$ cat src/rtl/flight_term_sm.sv
// Flight-termination sequencer: pulse-programmed budget, staggered pyro channels.
// Optional accel watchdog enabled by defining FLIGHT_TERM_WATCHDOG_EN.
module flight_term_sm #(
    parameter int CNT_W    = 16,
    parameter int PRESCALE = 1,
    parameter int DEB_N    = 4,
    parameter int NCH      = 2,
    parameter int STAGGER  = 8,
    parameter int WD_TICKS = 1000
) (
    input  logic             clk,
    input  logic             rst_n,
    input  logic             datapin,
    input  logic             accelpin,
    input  logic             flightpin,
    output logic [NCH-1:0]   terminatepin,
    output logic [2:0]       state,
    output logic [CNT_W-1:0] programtime,
    output logic             program_valid
);

    typedef enum logic [2:0] {
        IDLE      = 3'd0,
        ACCEL     = 3'd1,
        FLIGHT    = 3'd2,
        TERMINATE = 3'd3
    } state_t;

    localparam int PW = (PRESCALE > 1) ? $clog2(PRESCALE) : 1;
    localparam int DW = $clog2(DEB_N + 1);
    localparam int CW = CNT_W + 32;
    localparam logic [CNT_W-1:0] CMAX = '1;
    // Idle pin levels: flight/accel pulled high, data low.
    localparam logic [2:0] PIN_IDLE = 3'b110;

    if (PRESCALE < 1 || DEB_N < 1 || NCH < 1 || WD_TICKS < 1) begin : g_bad_param
        $error("flight_term_sm: PRESCALE, DEB_N, NCH and WD_TICKS must be >= 1");
    end

    state_t cur, nxt;
    logic [2:0] pins, meta, sync, deb;
    logic [DW-1:0] dcnt [3];
    logic [PW-1:0] pre;
    logic tick;
    logic data_q, meas;
    logic [CNT_W-1:0] powertime, flighttime, stagger, stg_nxt;
    logic [NCH-1:0] term_nxt;
    logic enter_term;

    assign state = cur;
    assign pins  = {flightpin, accelpin, datapin};

    always_ff @(posedge clk or negedge rst_n) begin
        if (!rst_n) begin
            meta <= PIN_IDLE;
            sync <= PIN_IDLE;
            deb  <= PIN_IDLE;
            for (int i = 0; i < 3; i++) dcnt[i] <= '0;
        end else begin
            meta <= pins;
            sync <= meta;
            for (int i = 0; i < 3; i++) begin
                if (sync[i] == deb[i]) begin
                    dcnt[i] <= '0;
                end else if (dcnt[i] == DW'(DEB_N - 1)) begin
                    deb[i]  <= sync[i];
                    dcnt[i] <= '0;
                end else begin
                    dcnt[i] <= dcnt[i] + 1'b1;
                end
            end
        end
    end

    assign tick = (pre == PW'(PRESCALE - 1));

    always_ff @(posedge clk or negedge rst_n) begin
        if (!rst_n)    pre <= '0;
        else if (tick) pre <= '0;
        else           pre <= pre + 1'b1;
    end

`ifdef FLIGHT_TERM_WATCHDOG_EN
    localparam int WW = $clog2(WD_TICKS + 1);
    logic [WW-1:0] wd;
    logic wd_hit;

    assign wd_hit = (wd == WW'(WD_TICKS));

    // Held at zero outside ACCEL, so entry and disarm both restart it.
    always_ff @(posedge clk or negedge rst_n) begin
        if (!rst_n)                       wd <= '0;
        else if (cur != ACCEL)            wd <= '0;
        else if (tick && !wd_hit)         wd <= wd + 1'b1;
    end
`endif

    always_comb begin
        nxt = cur;
        unique case (cur)
            IDLE:   if (!deb[1] && program_valid) nxt = ACCEL;
            ACCEL: begin
                if (!deb[2])     nxt = FLIGHT;
                else if (deb[1]) nxt = IDLE;
`ifdef FLIGHT_TERM_WATCHDOG_EN
                else if (wd_hit) nxt = TERMINATE;
`endif
            end
            FLIGHT: if (flighttime == programtime) nxt = TERMINATE;
            TERMINATE: nxt = TERMINATE;
            default: nxt = IDLE;
        endcase
    end

    always_ff @(posedge clk or negedge rst_n) begin
        if (!rst_n) cur <= IDLE;
        else        cur <= nxt;
    end

    // A measurement only counts if its rising edge was seen in IDLE.
    always_ff @(posedge clk or negedge rst_n) begin
        if (!rst_n) begin
            data_q        <= 1'b0;
            meas          <= 1'b0;
            powertime     <= '0;
            programtime   <= '0;
            program_valid <= 1'b0;
        end else begin
            data_q <= deb[0];
            if (cur != IDLE) begin
                meas <= 1'b0;
            end else if (deb[0] && !data_q) begin
                meas      <= 1'b1;
                powertime <= {{(CNT_W-1){1'b0}}, tick};
            end else if (deb[0] && meas) begin
                if (tick && powertime != CMAX) powertime <= powertime + 1'b1;
            end else if (!deb[0] && data_q && meas) begin
                meas <= 1'b0;
                if (powertime != '0) begin
                    programtime   <= powertime;
                    program_valid <= 1'b1;
                end
            end
        end
    end

    always_ff @(posedge clk or negedge rst_n) begin
        if (!rst_n) begin
            flighttime <= '0;
        end else if (cur == ACCEL && nxt == FLIGHT) begin
            flighttime <= '0;
        end else if (cur == FLIGHT && tick && flighttime != CMAX) begin
            flighttime <= flighttime + 1'b1;
        end
    end

    assign enter_term = (cur != TERMINATE) && (nxt == TERMINATE);

    always_comb begin
        stg_nxt = stagger;
        if (tick && stagger != CMAX) stg_nxt = stagger + 1'b1;
        term_nxt = terminatepin;
        for (int k = 0; k < NCH; k++) begin
            if (enter_term && k * STAGGER == 0)
                term_nxt[k] = 1'b1;
            else if (cur == TERMINATE && {32'd0, stg_nxt} == CW'(k * STAGGER))
                term_nxt[k] = 1'b1;
        end
    end

    always_ff @(posedge clk or negedge rst_n) begin
        if (!rst_n) begin
            stagger      <= '0;
            terminatepin <= '0;
        end else begin
            terminatepin <= term_nxt;
            if (enter_term)             stagger <= '0;
            else if (cur == TERMINATE)  stagger <= stg_nxt;
        end
    end

endmodule

$ cat config.mk
export PLATFORM = sky130hd
export DESIGN_NAME = flight_term_sm
export DESIGN_NICKNAME = d
export VERILOG_FILES = /design/src/rtl/flight_term_sm.sv
export SDC_FILE = /design/constraint.sdc
export NUM_CORES = 1
export LEC_CHECK = 0
export ABC_AREA = 0
export CAP_MARGIN = 15
export CORE_ASPECT_RATIO = 0.8
export CORE_MARGIN = 2
export CORE_UTILIZATION = 35
export CTS_BUF_LIST = sky130_fd_sc_hd__clkbuf_4 sky130_fd_sc_hd__clkbuf_8 sky130_fd_sc_hd__clkbuf_16
export CTS_CLUSTER_DIAMETER = 200
export DETAILED_ROUTE_END_ITERATION = 12
export DONT_BUFFER_PORTS = 1
export PLACE_DENSITY = 0.57
export SYNTH_ARGS = -nofsm -noshare
export SYNTH_HDL_FRONTEND = slang
export SYNTH_SLANG_ARGS = --single-unit
$ cat constraint.sdc
create_clock -name clk -period 1.9 [get_ports clk]
set_input_delay 0.285 -clock clk [delete_from_list [all_inputs] [get_ports clk]]
set_output_delay 0.285 -clock clk [all_outputs]
set_load 0.01 [all_outputs]
run_1/layers.png
Bar = 50 um.
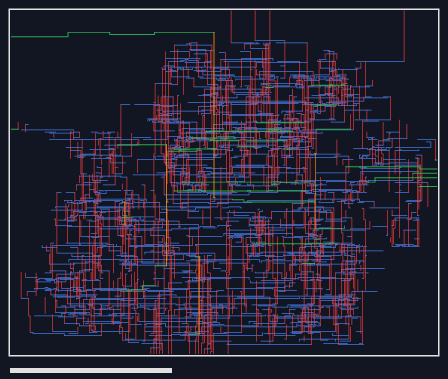
Orange marks M4, wire length 142 um. Green marks M3, wire length 463 um. Red marks M2, wire length 5090 um. Blue marks M1, wire length 5620 um.
count of vias placed by the detailed router: 3683
wire per inst: 15.7 um
detailed-route wire length: 11300 um
overall fraction of global-route tracks in use: 17.2%

run_1/ff_map.png
Bar = 50 um. Other sequential cells in the stronger grey, the rest of the logic in the fainter grey.
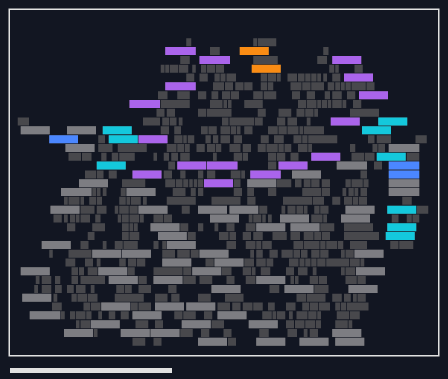
Orange marks terminatepin, placed flops 2. Purple marks stagger, placed flops 16. Cyan marks dcnt, placed flops 9. Blue marks sync, placed flops 3.
Another 60 sequential cells are not coloured.
register share of the cell area: 37.4%
fin util: 47.3%
power attributed to sequential cells: 2.37 mW
Register Area: 2270 um^2

==> flow_summary.yaml, run 1 <==
# generated from flow reports
floorplan:
  core_area_um2: 12800
  die_width_um: 132
  chip_area_um2: 14100
  die_height_um: 107
  rows: 37
finish:
  postLayoutCellArea_um2: 6070
  num-nets-final: 551
  post_route_cells_drive_above_1_share_pct: 35.7
  num_antenna_cells: 0
  layoutNonFillerInstCount: 719
  syn_to_final_growth_pct: 32.0
logic_synthesis:
  post_synth_num_cell_types: 61
  synth_top_cell_by_area: "sky130_fd_sc_hd__dfrtp_1"
  ys_async_sr_fraction_pct: 100
  logic_family: "simple AND/OR/NAND/NOR gates"
  avgSynthCellArea_um2: 10.4
  area_share_of_xor_xnor_cells_in_the_synthesized_design_pct: 9.33
  synth_compound_gate_area_share_pct: 9.19
  synthesis.instances: 443
  synthMuxAreaShare_pct: 4.62
  synth.cell_area_um2: 4600
  synth.yosys.chip_area_um2: 4600
  total_cells_reported_by_yosys_after_synthesis: 443
  fa_ha_area_share_pct: 2.12
  yosysSeqAreaShare_pct: 49.1
  flop_cell: "sky130_fd_sc_hd__dfrtp_1"
  syn_nets: 455
  ys_sh_simple_pct: 23.0
final_timing:
  finalHoldViolations: 90
  post-route-period-util_pct: 110
  finalWorstPathRequiredPeriod_ns: 2.09
  setup_tns_ns: -0.370
  finalClockSkew_ns: 0.00894
  setup_viol: 2
  rsz0062_at_grt: "true"
  finalHoldWorstSlack_ns: -0.353
  worst_setup_slack_after_layout_ns: -0.192
  highest_clock_rate_mhz: 478
grt:
  global_route.usage.met1_pct: 24.2
  grt_pass1_wl_um: 19100
  grt_util_met3_pct: 3.77
  initial_antenna_violation_count: 0
  total_congestion_overflow_after_global_routing: 0
min_path:
  worstHoldPathType: "in2async"
routing:
  met1Wirelength_um: 5620
  firstDrtPassIters: 4
  drt_first_iter_violations: 220
  routed-wl-met2_um: 5090
  top_signal_layer_used: "met4"
  antenna_left: 0
power:
  power_frac_clock_pct: 35.2
  seqPwrFrac_pct: 45.6
  maxPowerGroup: "sequential cells"
  power.density_cell_area_nw_per_um2: 856
  internal_power_mw: 3.74
  vdd_ir_drop_max_uv: 545
  leakage_nw: 2.78
placement:
  place_area_um2: 5450
  dpl.hpwl_um: 7950
  numPlacedInstances: 688
  routabilityCongestion: 0.850
critical_path:
  endpoint_kind: "register"
  worst_ep_required_time_ns: 2.13
  ordered_cell_list_for_the_critical_path: "ha_4 > and4_4 > nand3_4 > a211o_1 > a32o_2 > a211o_1 > o41ai_2"
  critPathSlowestCell: "sky130_fd_sc_hd__dfrtp_1"
  worst_path_most_repeated_cell: "sky130_fd_sc_hd__a211o_1"
  timing.critical_path.fanout_max: 3
  timing.critical_path.buf_inv: 0
  critical_path.startpoint_type: "register"
  cp-endpoint: "terminatepin[1]"
  maximum_single_stage_delay_on_the_critical_path_ns: 0.42
  r2r.worst_path.cells: 7
  critPathKind: "reg2reg"
clock_network:
  cts_hold_buf: 3
  clock_sink_count: 90
  ctsRootBufferMaster: "sky130_fd_sc_hd__clkbuf_16"
  tritoncts_clock_tree: "built"
  cts_inserted_buffers: 9
  clock_latency_ns: 0.34
outcome:
  outcome: "complete, but fails checks"
  failed_checks: "negative hold slack, negative setup slack"
flow_run:
  warnings: 32
run_1/port_trees.png
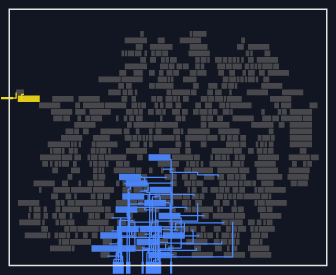
Yellow marks datapin, direction input, edge left, end cells 1, buffers 1, wire 7.60 um. Blue marks programtime, direction output, edge bottom, end cells 16, buffers 16, wire 868 um.
port buffer count: 0
IO Count: 27

## run 1: cell usage after synthesis, drive strengths merged, types with 6 or more instances
cell and count:
ha 7, clkbuf 14, nor3b 8, dfstp 6, nand3 20, inv 8, nor2b 8, buf 6
and3 6, a21oi 11, dfrtp 84, a31oi 7, nand2 17, nor3 16, xnor2 32, xor2 17
nor4 8, nor2 52, nand4 22, mux2 18, and4 8, o21ai 24, and2 6
## run 1: state kept, by name (all words and copies together) (netlist names)
name           count
meta               3
powertime         16
flighttime        16
dcnt               9
deb                3
terminatepin       2
programtime       16
sync               3
stagger           16
program_valid      1
data_q             1
state              3
meas               1
## run 1: layout make-up
type,instances,area [um^2]
inverter,8,30.0
multi-input combinational,325,2390
tap,175,219
sequential,90,2270
clock buffer,11,246
fill,1173,6750
clock inverter,5,61.3
timing repair buffer,105,856
==> run 2: changes to the inputs <==
CTS_CLUSTER_DIAMETER = 60   (was 200)
RECOVER_POWER = 25   (was unset)
run_2/port_trees.png
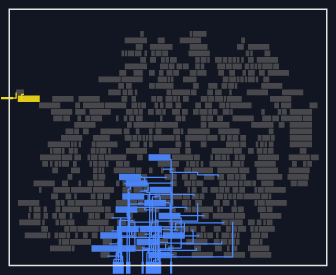
Blue marks programtime, direction output, edge bottom, end cells 16, buffers 16, wire 868 um. Yellow marks datapin, direction input, edge left, end cells 1, buffers 1, wire 7.60 um.

run_2/sizing.png
Bar = 50 um.
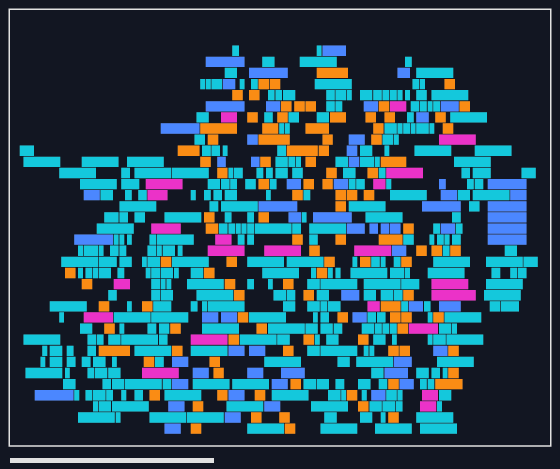
Magenta marks x6 and larger, cells 22. Orange marks x3 and x4, cells 108. Blue marks x2, cells 64. Cyan marks x1 and smaller, cells 350.
Non-Filler Cell Area, Final: 6070 um^2
number of non-clock buffers in the layout: 105
area delta synth->final: 32.0%
worst setup slack after layout: -0.192 ns

run_2/ff_map.png
Bar = 50 um. Other sequential cells in the stronger grey, the rest of the logic in the fainter grey.
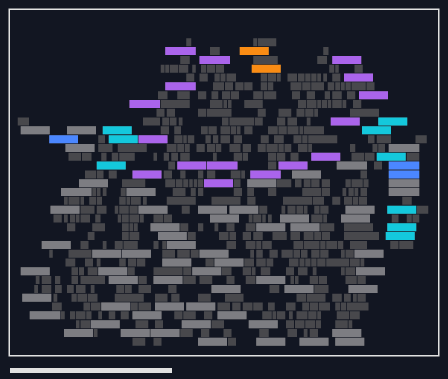
Blue marks sync, placed flops 3. Cyan marks dcnt, placed flops 9. Purple marks stagger, placed flops 16. Orange marks terminatepin, placed flops 2.
Another 60 sequential cells are not coloured.

==> flow_summary.yaml, run 2 <==
# generated from flow reports
outcome:
  outcome: "complete, but fails checks"
  failed_checks: "negative hold slack, negative setup slack"
floorplan:
  tapcell.inserted: 175
  rows: 37
  io_pins: 27
  chip_area_um2: 14100
logic_synthesis:
  avgSynthCellArea_um2: 10.4
  flop_cell: "sky130_fd_sc_hd__dfrtp_1"
  synth.yosys.chip_area_um2: 4600
  logic_family: "simple AND/OR/NAND/NOR gates"
  synth.cell_area_um2: 4600
  ys_sh_simple_pct: 23.0
  synth_compound_gate_area_share_pct: 9.19
  synth_top_cell_by_area: "sky130_fd_sc_hd__dfrtp_1"
  fa_ha_area_share_pct: 2.12
  syn_nets: 455
  synth.most_common_cell: "sky130_fd_sc_hd__dfrtp_1"
  ys_async_sr_fraction_pct: 100
  synthMuxAreaShare_pct: 4.62
grt:
  global_route.usage.met1_pct: 24.2
  total_congestion_overflow_after_global_routing: 0
  initial_antenna_violation_count: 0
  grt_use_total_pct: 17.2
finish:
  clockBufferCount: 11
  sh_comb_area_pct: 39.3
  layoutNonFillerInstCount: 719
  nFlopsAndLatches: 90
  logic_area_um2: 2390
  area_share_clock_buf_inv_pct: 5.07
  area_dominant_class: "multi-input combinational cells"
  num_antenna_cells: 0
  layout.nonclk_buf_share_pct: 14.1
  register_area_um2: 2270
final_timing:
  highest_clock_rate_mhz: 478
  worst_setup_slack_after_layout_ns: -0.192
  finalClockSkew_ns: 0.00894
  finalHoldViolations: 90
  setup_viol: 2
  setup_tns_ns: -0.370
  finalHoldWorstSlack_ns: -0.353
  rsz0062_at_grt: "true"
power:
  leakage_nw: 2.78
  power_frac_clock_pct: 35.2
  internal_power_mw: 3.74
routing:
  drt-wirelength-per-cell_um: 15.7
  totalWireLength_um: 11300
  top_signal_layer_used: "met4"
  firstDrtPassIters: 4
  drt_first_iter_violations: 220
placement:
  numPlacedInstances: 688
  portBuffers: 0
critical_path:
  endpoint_kind: "register"
  timing.critical_path.buf_inv: 0
  r2r.worst_path.cells: 7
  worst_path_most_repeated_cell: "sky130_fd_sc_hd__a211o_1"
  critical_path.startpoint_type: "register"
  critPathKind: "reg2reg"
  worst_ep_required_time_ns: 2.13
flow_run:
  warnings: 32
clock_network:
  cts_hold_buf: 3
  tritoncts_clock_tree: "built"
  cts_inserted_buffers: 9
  clock_sink_count: 90
  clock_latency_ns: 0.34
[run 2: cell counts after synthesis]
No cell type changed its count.
[run 2: worst min-delay path by stage]
stage,startpoint,to,depth (start not counted)
global placement,rst_n,stagger[15],0
finish,rst_n,stagger[15],0
detailed placement,rst_n,stagger[15],0
global route,rst_n,stagger[3],0
floorplan,rst_n,data_q,0
CTS,rst_n,powertime[11],0
[run 2: power groups by stage]
stage / combinational (mW) / sequential [mW] / clock (mW)
after floorplan: 0.575 / 2.36 / 0
after global placement: 0.898 / 2.38 / 0
after detailed placement: 0.924 / 2.39 / 0
after CTS: 0.962 / 2.36 / 1.88
after global routing: 1.13 / 2.41 / 1.97
final: 0.998 / 2.37 / 1.83
No activity file was given, so power comes from the tool's default toggle rates.
